### config.mk
export PLATFORM = sky130hd
export DESIGN_NAME = rgb_led_driver_flat
export DESIGN_NICKNAME = d
export VERILOG_FILES = /design/src/rtl/rgb_led_driver_if.sv /design/src/rtl/rgb_led_driver.sv /design/src/flat_wrapper.sv
export SDC_FILE = /design/constraint.sdc
export NUM_CORES = 1
export LEC_CHECK = 0
export CORE_MARGIN = 3
export CORE_UTILIZATION = 55
export DETAILED_ROUTE_END_ITERATION = 10
export GPL_TIMING_DRIVEN = 0
export PLACE_DENSITY = 0.73
export REMOVE_ABC_BUFFERS = 1
export SETUP_SLACK_MARGIN = 0.15
export SKIP_CTS_REPAIR_TIMING = 1
export SLEW_MARGIN = 20
export SYNTH_ARGS = -nofsm -noshare
export SYNTH_HDL_FRONTEND = slang
export SYNTH_SLANG_ARGS = --single-unit
### constraint.sdc
create_clock -name clk -period 5.27 [get_ports clk]
set_clock_uncertainty 0.2 [all_clocks]
set_input_delay 0.7905 -clock clk [delete_from_list [all_inputs] [get_ports clk]]
set_output_delay 0.7905 -clock clk [all_outputs]
set_load 0.02 [all_outputs]
### src/rtl/rgb_led_driver_if.sv
// Purpose: bundles the lamp-level inputs and PWM pin outputs of rgb_led_driver.
// Latency: none (wires only).
// Backpressure: none; levels are sampled every clock, no handshake.
//   master: en, red_in, green_in, blue_in out; led_r, led_g, led_b, busy in
//   slave : the driver side, directions mirrored
interface rgb_led_driver_if;
    logic en;
    logic red_in;
    logic green_in;
    logic blue_in;
    logic led_r;
    logic led_g;
    logic led_b;
    logic busy;

    modport master (
        output en,
        output red_in,
        output green_in,
        output blue_in,
        input  led_r,
        input  led_g,
        input  led_b,
        input  busy
    );

    modport slave (
        input  en,
        input  red_in,
        input  green_in,
        input  blue_in,
        output led_r,
        output led_g,
        output led_b,
        output busy
    );
endinterface

### src/rtl/rgb_led_driver.sv
// Purpose: PWM driver for an RGB LED with linear per-channel fade between 0 and MAX_DUTY.
// Latency: target 1 clk after input, ramp moves on step ticks, PWM pin 1 clk after duty/counter.
// Backpressure: none; inputs are level-sampled every clock and never stalled.
//   ports: clk, rst (async, active-high), bus (slave): en, red_in, green_in, blue_in ->
//          led_r, led_g, led_b (registered PWM pins), busy (any channel still ramping)
module rgb_led_driver #(
    parameter int PWM_BITS  = 8,
    parameter int MAX_DUTY  = 200,
    parameter int STEP_DIV  = 16,
    parameter int RAMP_STEP = 8
) (
    input  logic             clk,
    input  logic             rst,
    rgb_led_driver_if.slave  bus
);

    localparam int NCH   = 3;
    localparam int DIV_W = (STEP_DIV > 1) ? $clog2(STEP_DIV) : 1;

    // A step larger than the whole duty range behaves exactly like a full-range
    // step (the result clamps at the target anyway), so clip it to keep the
    // PWM_BITS+1 bit arithmetic free of overflow.
    localparam int STEP_CLIP = (RAMP_STEP > (2 ** PWM_BITS)) ? (2 ** PWM_BITS) : RAMP_STEP;

    localparam logic [PWM_BITS:0]   STEP_W   = (PWM_BITS + 1)'(STEP_CLIP);
    localparam logic [PWM_BITS-1:0] MAX_W    = PWM_BITS'(MAX_DUTY);
    localparam logic [DIV_W-1:0]    DIV_LAST = DIV_W'(STEP_DIV - 1);

    // Elaboration-time parameter sanity
    generate
        if (MAX_DUTY > (2 ** PWM_BITS) - 1 || MAX_DUTY < 0) begin : g_bad_max_duty
            $error("rgb_led_driver: MAX_DUTY out of range for PWM_BITS");
        end
        if (STEP_DIV < 1) begin : g_bad_step_div
            $error("rgb_led_driver: STEP_DIV must be >= 1");
        end
        if (RAMP_STEP < 1) begin : g_bad_ramp_step
            $error("rgb_led_driver: RAMP_STEP must be >= 1");
        end
    endgenerate

    // Channel index 0 = red, 1 = green, 2 = blue
    logic [NCH-1:0]               lamp;
    logic [NCH-1:0][PWM_BITS-1:0] tgt;
    logic [NCH-1:0][PWM_BITS-1:0] duty;
    logic [NCH-1:0][PWM_BITS-1:0] duty_nxt;
    logic [NCH-1:0]               led;
    logic [PWM_BITS-1:0]          pwm_cnt;
    logic [DIV_W-1:0]             div_cnt;
    logic                         tick;

    assign lamp = {bus.blue_in, bus.green_in, bus.red_in};

    // One ramp step toward the target, landing exactly on it when closer than
    // one step. The extra top bit keeps duty+step from wrapping.
    function automatic logic [PWM_BITS-1:0] ramp_step(
        input logic [PWM_BITS-1:0] cur,
        input logic [PWM_BITS-1:0] tgt_v
    );
        logic [PWM_BITS:0] c;
        logic [PWM_BITS:0] t;
        logic [PWM_BITS:0] r;
        c = {1'b0, cur};
        t = {1'b0, tgt_v};
        r = c;
        if (c < t) begin
            r = c + STEP_W;
            if (r > t) begin
                r = t;
            end
        end else if (c > t) begin
            if ((c - t) <= STEP_W) begin
                r = t;
            end else begin
                r = c - STEP_W;
            end
        end
        return PWM_BITS'(r);
    endfunction

    assign tick = (div_cnt == DIV_LAST);

    // Ramp always starts from the current duty, so a target flip mid-fade
    // simply reverses direction at the next tick.
    always_comb begin
        duty_nxt = duty;
        if (tick) begin
            for (int c = 0; c < NCH; c++) begin
                duty_nxt[c] = ramp_step(duty[c], tgt[c]);
            end
        end
    end

    always_ff @(posedge clk or posedge rst) begin
        if (rst) begin
            div_cnt <= '0;
            pwm_cnt <= '0;
            tgt     <= '0;
            duty    <= '0;
            led     <= '0;
        end else begin
            div_cnt <= tick ? '0 : div_cnt + DIV_W'(1);
            // Free-running; all channels share it so equal duties stay in phase.
            pwm_cnt <= pwm_cnt + PWM_BITS'(1);
            duty    <= duty_nxt;
            for (int c = 0; c < NCH; c++) begin
                tgt[c] <= (bus.en && lamp[c]) ? MAX_W : '0;
                led[c] <= (pwm_cnt < duty[c]);
            end
        end
    end

    assign bus.led_r = led[0];
    assign bus.led_g = led[1];
    assign bus.led_b = led[2];

    // Pure function of registers only, so no input-driven glitches.
    assign bus.busy = (duty[0] != tgt[0]) || (duty[1] != tgt[1]) || (duty[2] != tgt[2]);

endmodule
### src/flat_wrapper.sv
// flat-port wrapper written by rule: the top's interface ports become plain ports
module rgb_led_driver_flat 
#(
    parameter int PWM_BITS  = 8,
    parameter int MAX_DUTY  = 200,
    parameter int STEP_DIV  = 16,
    parameter int RAMP_STEP = 8
)
  (clk, rst, bus_en, bus_red_in, bus_green_in, bus_blue_in, bus_led_r, bus_led_g, bus_led_b, bus_busy);
  rgb_led_driver_if bus_i ();
  input  logic clk;
  input  logic rst;
  input wire logic [$bits(bus_i.en)-1:0] bus_en;
  input wire logic [$bits(bus_i.red_in)-1:0] bus_red_in;
  input wire logic [$bits(bus_i.green_in)-1:0] bus_green_in;
  input wire logic [$bits(bus_i.blue_in)-1:0] bus_blue_in;
  output wire logic [$bits(bus_i.led_r)-1:0] bus_led_r;
  output wire logic [$bits(bus_i.led_g)-1:0] bus_led_g;
  output wire logic [$bits(bus_i.led_b)-1:0] bus_led_b;
  output wire logic [$bits(bus_i.busy)-1:0] bus_busy;
  assign bus_i.en = bus_en;
  assign bus_i.red_in = bus_red_in;
  assign bus_i.green_in = bus_green_in;
  assign bus_i.blue_in = bus_blue_in;
  assign bus_led_r = bus_i.led_r;
  assign bus_led_g = bus_i.led_g;
  assign bus_led_b = bus_i.led_b;
  assign bus_busy = bus_i.busy;
  rgb_led_driver #(.PWM_BITS(PWM_BITS), .MAX_DUTY(MAX_DUTY), .STEP_DIV(STEP_DIV), .RAMP_STEP(RAMP_STEP)) u_core (.clk(clk), .rst(rst), .bus(bus_i));
endmodule
### Selected gate families

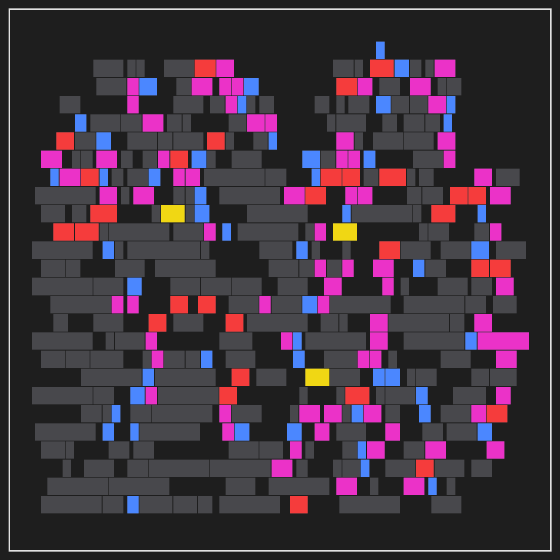
multiplexers: shown in yellow, cells 3. AND-OR and OR-AND gates: shown in red, cells 30. inverting AOI/OAI gates: shown in magenta, cells 72, where widely spread. NAND gates: shown in blue, cells 50, where widely spread.

### Clock distribution

Scale bar: 20 um.
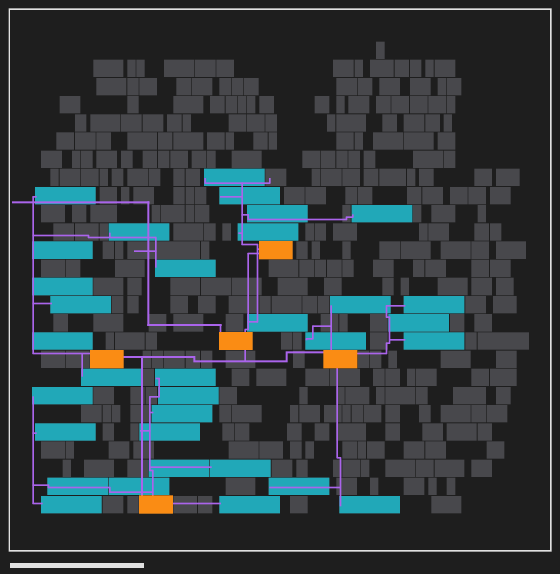
clock wires: shown in purple, length 412 um. flip-flops: shown in cyan, count 33. cells driving clock nets: shown in orange, count 5.
There are 6 routed clock nets.

### Cell sizes after repair

Scale bar: 20 um.
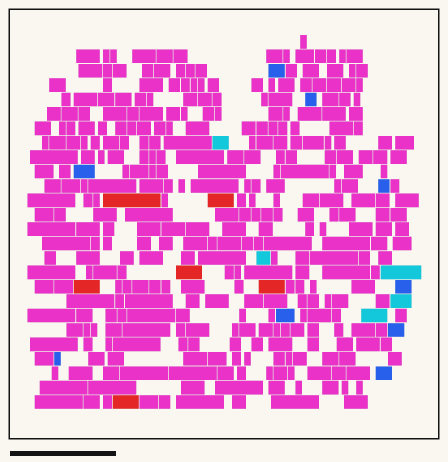
drive 3 to 4: shown in cyan, cells 5. drive 2: shown in blue, cells 9. drive 6 and up: shown in red, cells 6. drive 1 or less: shown in magenta, cells 337.

==> commit_impl_results.txt <==
Update PnR metrics after Yosys + OpenROAD run

* Status: finished clean
- Top logic cells by instance count in the layout: 44 x sky130_fd_sc_hd__ha_1, 33 x sky130_fd_sc_hd__dfrtp_1, 27 x sky130_fd_sc_hd__inv_1
* Hold Fails Final Rpt: 0
- Post-synth area from yosys stat: 3080 um^2
- Area inside the core boundary: 5270 um^2
* Met2 layer wire length in the routed design: 3010 um
- Filler cell count in the final layout: 447
- Tapcell count: 70
* Startpoint of the most critical hold path: u_core.pwm_cnt[0]$_DFF_PP0_
- Per the final layout report, the fraction of cells sized above drive strength 1 comes to 5.60%.
- VDD IR-drop max: 0.283 mV
- Synth area leader: sky130_fd_sc_hd__dfrtp_1
* Die boundary height: 80.8 um
- Multi-input gate share of the layout cell area: 63.3%
- Counting flops with a built-in enable in the synthesized netlist gives 0.
* Count of clock-net buffers in the final layout: 5
- Per the post-place timing report, worst setup slack is 1.93 ns.
* H-tree depth: 2
- The group that draws the most power in this run is combinational logic.
- The commonest register cell is sky130_fd_sc_hd__dfrtp_1.
- Routing usage on met3: 3.10%
- The synthesis report gives the async set-or-reset register share as 100%.
- Post-detailed-routing wire length: 6650 um
* DP Area: 3220 um^2
- Across all checked pins, the minimum headroom to the slew limit is 30.6%.
- The final timing report lists a max-slew violation count of 0.
- Power consumed by sequential cells: 400 uW
- In this run the critical path is formed by inv_1 -> ha_1 -> and2_1 -> nand3_1 -> or3_1 -> clkdlybuf4s50_1.
- Number of global-route vias before repair: 2,493
* Num Clock Sinks: 33
* Combinational group share of total power: 56.4%
- Dominant combinational family: AND-OR/OR-AND gates
- Top layer used by detailed routing: met4
* I/O pin count: 10
-- logic make-up (layout without fill, tap and decap cells) --
group | after synthesis | count (layout)
muxes | 3 | 3
AOI/OAI and AO/OA | 102 | 102
DFF | 33 | 33
and+or+nand+nor | 113 | 113
buffers and inverters | 33 | 45
adders and majority gates | 44 | 44
xor gates and xnor gates | 17 | 17
-- sequential cells by signal, summed over array words and instances, names as in the netlist --
name and count:
u_core.tgt 3, u_core.duty 15, u_core.div_cnt 4, u_core.pwm_cnt 8, u_core.led 3
-- critical path: cells and delay by family (launching register included) --
kind | cells | cell delay, ns
buffers and inverters | 2 | 0.76
and+or+nand+nor | 3 | 0.70
adders and majority gates | 1 | 0.44
DFF | 1 | 0.50
Power and IR drop assume default switching activity.
